Fig. 1: track usage over the die
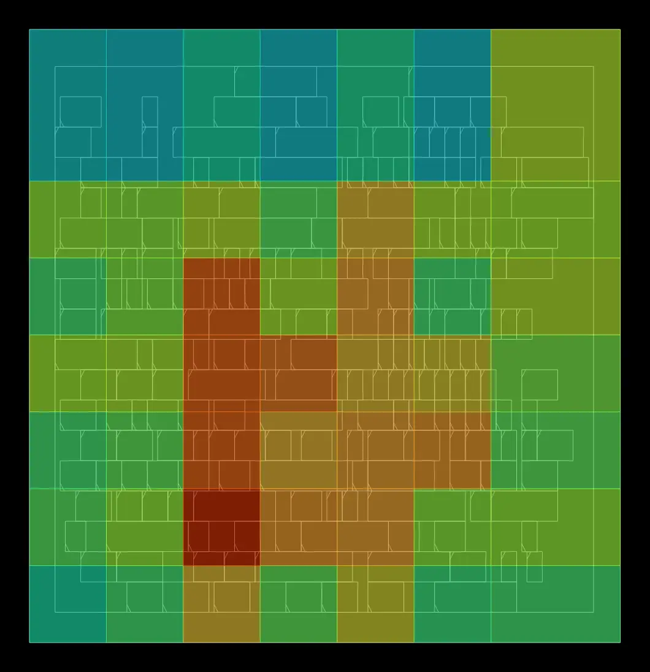
Fig. 2: cell area per tile
11 x 11 tiles, from white (low) to dark blue (high), 0 to 100% covered.
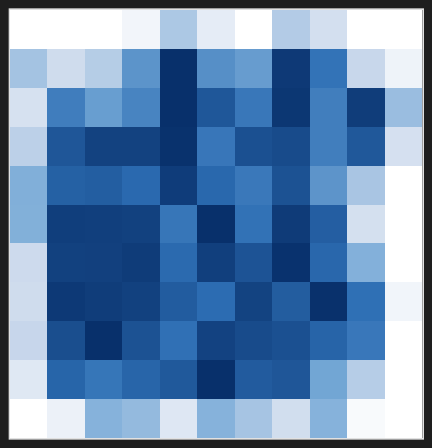
Fig. 3: placed cells, one colour a class
The bar under the picture is 20 µm long. Fill, decap, tap and diode cells in grey.
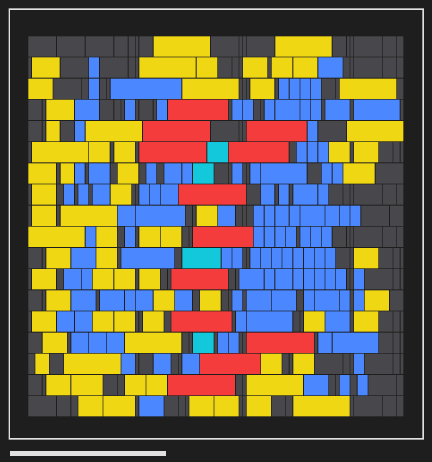
**config.mk**
```make
export PLATFORM = sky130hd
export DESIGN_NAME = seletor_escrita_pipeline_flat
export DESIGN_NICKNAME = d
export VERILOG_FILES = /design/src/rtl/seletor_escrita_pipeline_if.sv /design/src/rtl/seletor_escrita_pipeline.sv /design/src/flat_wrapper.sv
export SDC_FILE = /design/constraint.sdc
export NUM_CORES = 1
export LEC_CHECK = 0
export ABC_AREA = 1
export CAP_MARGIN = 0
export CORE_AREA = 2 2 51 53
export CTS_BUF_LIST = sky130_fd_sc_hd__clkbuf_4 sky130_fd_sc_hd__clkbuf_8
export DETAILED_ROUTE_END_ITERATION = 8
export DIE_AREA = 0 0 53 55
export PLACE_DENSITY = 0.8
export SYNTH_ARGS = -nofsm -noshare
export SYNTH_HDL_FRONTEND = slang
export SYNTH_SLANG_ARGS = --single-unit
```
**constraint.sdc**
```tcl
create_clock -name clock -period 1.1 [get_ports clock]
set_input_delay 0.165 -clock clock [delete_from_list [all_inputs] [get_ports clock]]
set_output_delay 0.165 -clock clock [all_outputs]
set_load 0.05 [all_outputs]
```
**src/rtl/seletor_escrita_pipeline_if.sv**
```systemverilog
// Decode-side bundle for seletor_escrita_pipeline.
//   slave  : the selector/scoreboard itself (takes decode fields, returns
//            destination, write-back strobe, stall and pending count)
//   master : the controller/decoder side driving it
interface seletor_escrita_pipeline_if #(
  parameter int LARGURA_END  = 5,
  parameter int PROFUNDIDADE = 2
);
  localparam int LARGURA_PEND = $clog2(PROFUNDIDADE + 1);

  logic [LARGURA_END-1:0]  endereco_2;        // rt field
  logic [LARGURA_END-1:0]  endereco_3;        // rd field
  logic [1:0]              mux_REGISTRADOR;   // 0 none, 1 rt, 2 rd, 3 link reg
  logic                    valido;            // instruction in decode
  logic                    descarta;          // flush in-flight writes
  logic [LARGURA_END-1:0]  end_leitura_1;     // rs source
  logic [LARGURA_END-1:0]  end_leitura_2;     // rt source
  logic [LARGURA_END-1:0]  endereco_escrita;  // selected destination (comb)
  logic [LARGURA_END-1:0]  end_escrita_wb;    // destination at write-back
  logic                    escrita_wb;        // register-file write enable
  logic                    bloqueio;          // stall request
  logic [LARGURA_PEND-1:0] num_pendentes;     // valid in-flight writes

  modport slave (
    input  endereco_2, endereco_3, mux_REGISTRADOR, valido, descarta,
           end_leitura_1, end_leitura_2,
    output endereco_escrita, end_escrita_wb, escrita_wb, bloqueio, num_pendentes
  );

  modport master (
    output endereco_2, endereco_3, mux_REGISTRADOR, valido, descarta,
           end_leitura_1, end_leitura_2,
    input  endereco_escrita, end_escrita_wb, escrita_wb, bloqueio, num_pendentes
  );
endinterface

```
**src/rtl/seletor_escrita_pipeline.sv**
```systemverilog
// Write-register selector with destination pipeline and hazard scoreboard.
// Picks the destination (none / rt / rd / link register), carries it through
// PROFUNDIDADE stages to write-back, and stalls decode while a source register
// still has a write in flight.
//   clock, reset : rising-edge clock, synchronous active-high reset
//   bus (slave)  : decode fields in; endereco_escrita, end_escrita_wb,
//                  escrita_wb, bloqueio, num_pendentes out
module seletor_escrita_pipeline #(
  parameter int LARGURA_END  = 5,
  parameter int PROFUNDIDADE = 2,   // 1..8
  parameter int END_RETORNO  = 31
) (
  input  logic                     clock,
  input  logic                     reset,
  seletor_escrita_pipeline_if.slave bus
);
  localparam int LP = $clog2(PROFUNDIDADE + 1);

  logic [PROFUNDIDADE-1:0]                  vld_pipe;
  logic [PROFUNDIDADE-1:0][LARGURA_END-1:0] end_pipe;
  logic [PROFUNDIDADE-1:0]                  hit;
  logic [LARGURA_END-1:0]                   sel;
  logic [LP-1:0]                            pend;
  logic                                     emite, grava;

  always_comb begin
    sel = '0;
    unique case (bus.mux_REGISTRADOR)
      2'd0: sel = '0;
      2'd1: sel = bus.endereco_2;
      2'd2: sel = bus.endereco_3;
      2'd3: sel = LARGURA_END'(END_RETORNO);
    endcase
  end

  // Every stage, write-back included, is a hazard source: there is no
  // bypass into the register-file read, so the reader waits until the
  // write-back cycle has passed. Source 0 is hard-wired and never stalls.
  for (genvar k = 0; k < PROFUNDIDADE; k++) begin : g_cmp
    assign hit[k] = vld_pipe[k] &
                    (((bus.end_leitura_1 != '0) && (end_pipe[k] == bus.end_leitura_1)) ||
                     ((bus.end_leitura_2 != '0) && (end_pipe[k] == bus.end_leitura_2)));
  end

  assign bus.bloqueio = bus.valido & (|hit);
  assign emite        = bus.valido & ~bus.bloqueio & ~bus.descarta;
  // Writes to $zero (or code 0) enter the pipe as bubbles.
  assign grava        = emite && (bus.mux_REGISTRADOR != 2'd0) && (sel != '0);

  always_ff @(posedge clock) begin
    if (reset || bus.descarta) begin
      vld_pipe <= '0;
      end_pipe <= '0;
    end else begin
      vld_pipe[0] <= grava;
      end_pipe[0] <= grava ? sel : '0;
      for (int k = 1; k < PROFUNDIDADE; k++) begin
        vld_pipe[k] <= vld_pipe[k-1];
        end_pipe[k] <= end_pipe[k-1];
      end
    end
  end

  always_comb begin
    pend = '0;
    for (int k = 0; k < PROFUNDIDADE; k++) pend = pend + LP'(vld_pipe[k]);
  end

  assign bus.endereco_escrita = sel;
  assign bus.end_escrita_wb   = end_pipe[PROFUNDIDADE-1];
  assign bus.escrita_wb       = vld_pipe[PROFUNDIDADE-1];
  assign bus.num_pendentes    = pend;
endmodule

```
**src/flat_wrapper.sv**
```systemverilog
// flat-port wrapper written by rule: the top's interface ports become plain ports
module seletor_escrita_pipeline_flat 
#(
  parameter int LARGURA_END  = 5,
  parameter int PROFUNDIDADE = 2,          
  parameter int END_RETORNO  = 31
)
  (clock, reset, bus_endereco_2, bus_endereco_3, bus_mux_REGISTRADOR, bus_valido, bus_descarta, bus_end_leitura_1, bus_end_leitura_2, bus_endereco_escrita, bus_end_escrita_wb, bus_escrita_wb, bus_bloqueio, bus_num_pendentes);
  seletor_escrita_pipeline_if #(.LARGURA_END(LARGURA_END), .PROFUNDIDADE(PROFUNDIDADE)) bus_i ();
  input  logic clock;
  input  logic reset;
  input wire logic [$bits(bus_i.endereco_2)-1:0] bus_endereco_2;
  input wire logic [$bits(bus_i.endereco_3)-1:0] bus_endereco_3;
  input wire logic [$bits(bus_i.mux_REGISTRADOR)-1:0] bus_mux_REGISTRADOR;
  input wire logic [$bits(bus_i.valido)-1:0] bus_valido;
  input wire logic [$bits(bus_i.descarta)-1:0] bus_descarta;
  input wire logic [$bits(bus_i.end_leitura_1)-1:0] bus_end_leitura_1;
  input wire logic [$bits(bus_i.end_leitura_2)-1:0] bus_end_leitura_2;
  output wire logic [$bits(bus_i.endereco_escrita)-1:0] bus_endereco_escrita;
  output wire logic [$bits(bus_i.end_escrita_wb)-1:0] bus_end_escrita_wb;
  output wire logic [$bits(bus_i.escrita_wb)-1:0] bus_escrita_wb;
  output wire logic [$bits(bus_i.bloqueio)-1:0] bus_bloqueio;
  output wire logic [$bits(bus_i.num_pendentes)-1:0] bus_num_pendentes;
  assign bus_i.endereco_2 = bus_endereco_2;
  assign bus_i.endereco_3 = bus_endereco_3;
  assign bus_i.mux_REGISTRADOR = bus_mux_REGISTRADOR;
  assign bus_i.valido = bus_valido;
  assign bus_i.descarta = bus_descarta;
  assign bus_i.end_leitura_1 = bus_end_leitura_1;
  assign bus_i.end_leitura_2 = bus_end_leitura_2;
  assign bus_endereco_escrita = bus_i.endereco_escrita;
  assign bus_end_escrita_wb = bus_i.end_escrita_wb;
  assign bus_escrita_wb = bus_i.escrita_wb;
  assign bus_bloqueio = bus_i.bloqueio;
  assign bus_num_pendentes = bus_i.num_pendentes;
  seletor_escrita_pipeline #(.LARGURA_END(LARGURA_END), .PROFUNDIDADE(PROFUNDIDADE), .END_RETORNO(END_RETORNO)) u_core (.clock(clock), .reset(reset), .bus(bus_i));
endmodule
```
==> changes_impl.md <==
### Physical design

* Inverter tally of the final layout excluding the clock network at 26
* Synth top cell by count: nand2_1
* Cells traversed along the worst timing path: xnor2_1, nand2_1, nor2_1, nand2_1, nand2_1, nand2_2, a21boi_4, buf_12
* Final weighted congestion of routability-driven global placement at approximately 0.77
* Number of nets at floorplan at ~160
* Horizontal extent of the die at between 50 and 60 µm
* Post-Syn Area per Cell at around 6.3 µm²
* Comb group at 497 µW
* Clock-cell share of area at ~2.1%
* Standard-cell row count at 18
* Maximum vdd ir drop at ~0.62 mV
* Crit share post-route at 150.8%
* Drt first pass iters at 4
* Part of the power in registers at approximately a third
* Number of global-route vias before repair at 1046
* AND-OR/OR-AND share of the synthesized area at roughly 5%
* Root buf cell: clkbuf_4
* Total area of multi-input combinational cells at between 500 and 600 µm²
* Hold Startpoint: bus_mux_REGISTRADOR[0]
* Die Span Y at 55 µm
* Synth Cell Area at approximately 860 µm²
* Share of the synthesized area in the top cell type at between 20 and 30%
* Critical Path Start Type: register
* Core utilization before placement at 36.35%
* Clock network power at 329 µW
* RSZ-0062 raised after global routing: true
* Final ANT Viol Nets at 0
* Met1 Track Usage GR at between 10% and 20%
* Worst reg2reg path startpoint: u_core.bus.end_escrita_wb[0]
* Utilization of the core after routing at around three quarters
* Number of warnings in the stage logs at 29
* Wire length of the first global-routing pass at between 4000 and 5000 µm
* Final wirelength at ~2500 µm
* Routed via count at ~1000
* Final net count at 231
* Data required time at the worst endpoint at 0.94 ns
* Clock buffer depth at 2
* Initial antenna violation count at 0
* Fraction of the yosys area taken by sequential cells at between 20% and 30%
* Total number of multi-input combinational cells at 93
* Number of inserted diodes at 0
* Number of well taps at 30
* Most instantiated logic cells after routing: nand2_1 (29), buf_4 (25), nor2_1 (20), dlygate4sd2_1 (20), inv_1 (18)
* Cell type taking the most area: buffers
* Total of plain and repair buffers excluding clock buffers at ~68
* Worst min-delay path class: in2reg
* Seq_cells at 12
* Post-synthesis adder-cell area fraction at 1.456%
* Number of buffers added by the clock tree synthesis step at 3
* Cell-internal power at 894.0 µW
* Violated checks: setup timing
* Worst path most repeated cell: nand2_1
* Number of clock buffer instances in the layout at 4
* CTS clk-pin slew, worst paths at roughly 0.070 ns
* Number of cells in Yosys stat at between 100 and 150
* IO Pins at about 40
* Max H-tree Level at 1
* Total power per unit cell area at roughly 730 nW/µm²
* Number of instances in the synthesized netlist at between 100 and 150
* Most common reg cell: dfxtp_1
* HPWL after DPL at roughly 1800 µm
* Die area at between 2000 and 3000 µm²
* CP peak stage delay at roughly 0.34 ns
* Normalized max-slew margin at a little under nine tenths
* Tightest hold margin at 0.4362 ns
* Final setup vio count at 9
* Highest attainable clock frequency at 603.0 MHz
* Yosys warning tally at 0
* Slew at the pin closest to its max-slew limit at 0.2143 ns
* Cell type group with the largest total delay on the critical path: simple AND/OR/NAND/NOR gates
* Switching power total at ~380 µW
* Area growth from synthesis to final layout at 102.3%
* CTS tree: done
* Yosys top cell by area: dfxtp_1
* Power after layout at between 1000 and 1500 µW
* Synth async-reset ratio at 0%
* Met2 usage at between 40 and 50%
* Result of the run: complete, but fails checks
* Fillers at around 180
* Worst skew pair latency at roughly 0.26 ns
* Commonest Layout Cell: nand2_1
* Peak fanout along the critical path at 3
* Number of unique standard cell types used by synthesis at 17
* Via density at roughly 4.3
* Crit path kind: reg2out
* Synthesized-area fraction occupied by xor and xnor cells at ~15%
* Number of flops mapped to enable cells by yosys at 0
* Worst setup startpoint: u_core.end_pipe[0]
* Category of the worst setup path capture point: primary output
* Combinational share of cell area at about a third
* Summed area of non-filler cells in the final layout at approximately 1700 µm²
* Commonest cells in the synthesized netlist: nand2_1 (35), inv_1 (26), nor2_1 (25)
* Worst setup slack after layout at -0.5585 ns
* Inst Count DP at ~220
* Average detailed-routed wire length per instance at 10.67 µm
* Main kind of combinational logic by area: simple AND/OR/NAND/NOR gates
* Post-Place Setup Slack at -0.6497 ns
* Reported max-cap violation count at 0
* Sequential group power at roughly 450 µW
* Largest cells by area: dfxtp_1 (28%), nand2_1 (15%), inv_1 (11%)
* Proportion of power drawn by the clock network at ~26%
* Signal buffers share of area at between 40% and 50%
* Area taken by flip-flops and latches at 266.5 µm²
Back to the opening pictures, Fig. 1:
met3 capacity usage during global routing: 2.419%
most crowded layer after global routing: met2

Back to the opening pictures, Fig. 2:
densest ninth of the die: centre
mean over tiles: 58%
tiles over 75% full: 45%

Back to the opening pictures, Fig. 3:
| colour | class | cells | share of their area |
|---|---|---|---|
| cyan | clock drivers and dummy loads | 4 | 2.1% |
| blue | all other logic | 119 | 40% |
| yellow | other buffers and delay cells | 68 | 42% |
| red | flip-flops | 12 | 16% |
core box area: 2365 µm²
register fraction of the total cell area: 15.32%

==> registers in the layout, indices dropped and copies added, names as in the netlist <==
name,flops
u_core.vld_pipe,2
u_core.bus.end_escrita_wb,5
u_core.end_pipe,5
==> repair_timing <==
action	in CTS	in global routing
hold buffers	0	0
pin swaps	14	8
setup buffers	12	1
gates resized	48	18
gates cloned	1	0
setup endpoints to repair	14	13
==> worst paths after layout <==
| path | to | slack [ns] | depth (start not counted) |
|---|---|---|---|
| max | bus_bloqueio | -0.56 | 8 |
| min | u_core.vld_pipe[0] | 0.44 | 5 |
| max reg2reg | u_core.end_pipe[1] | -0.40 | 12 |
| min reg2reg | u_core.bus.end_escrita_wb[2] | 0.45 | 2 |
==> per-layer routing <==
metal	vias to the layer above	routed length, µm
met5	-	0
met4	0	27
met3	2	127
met2	29	1416
met1	448	914
li1	530	-
No activity file was given, so power comes from the tool's default toggle rates.
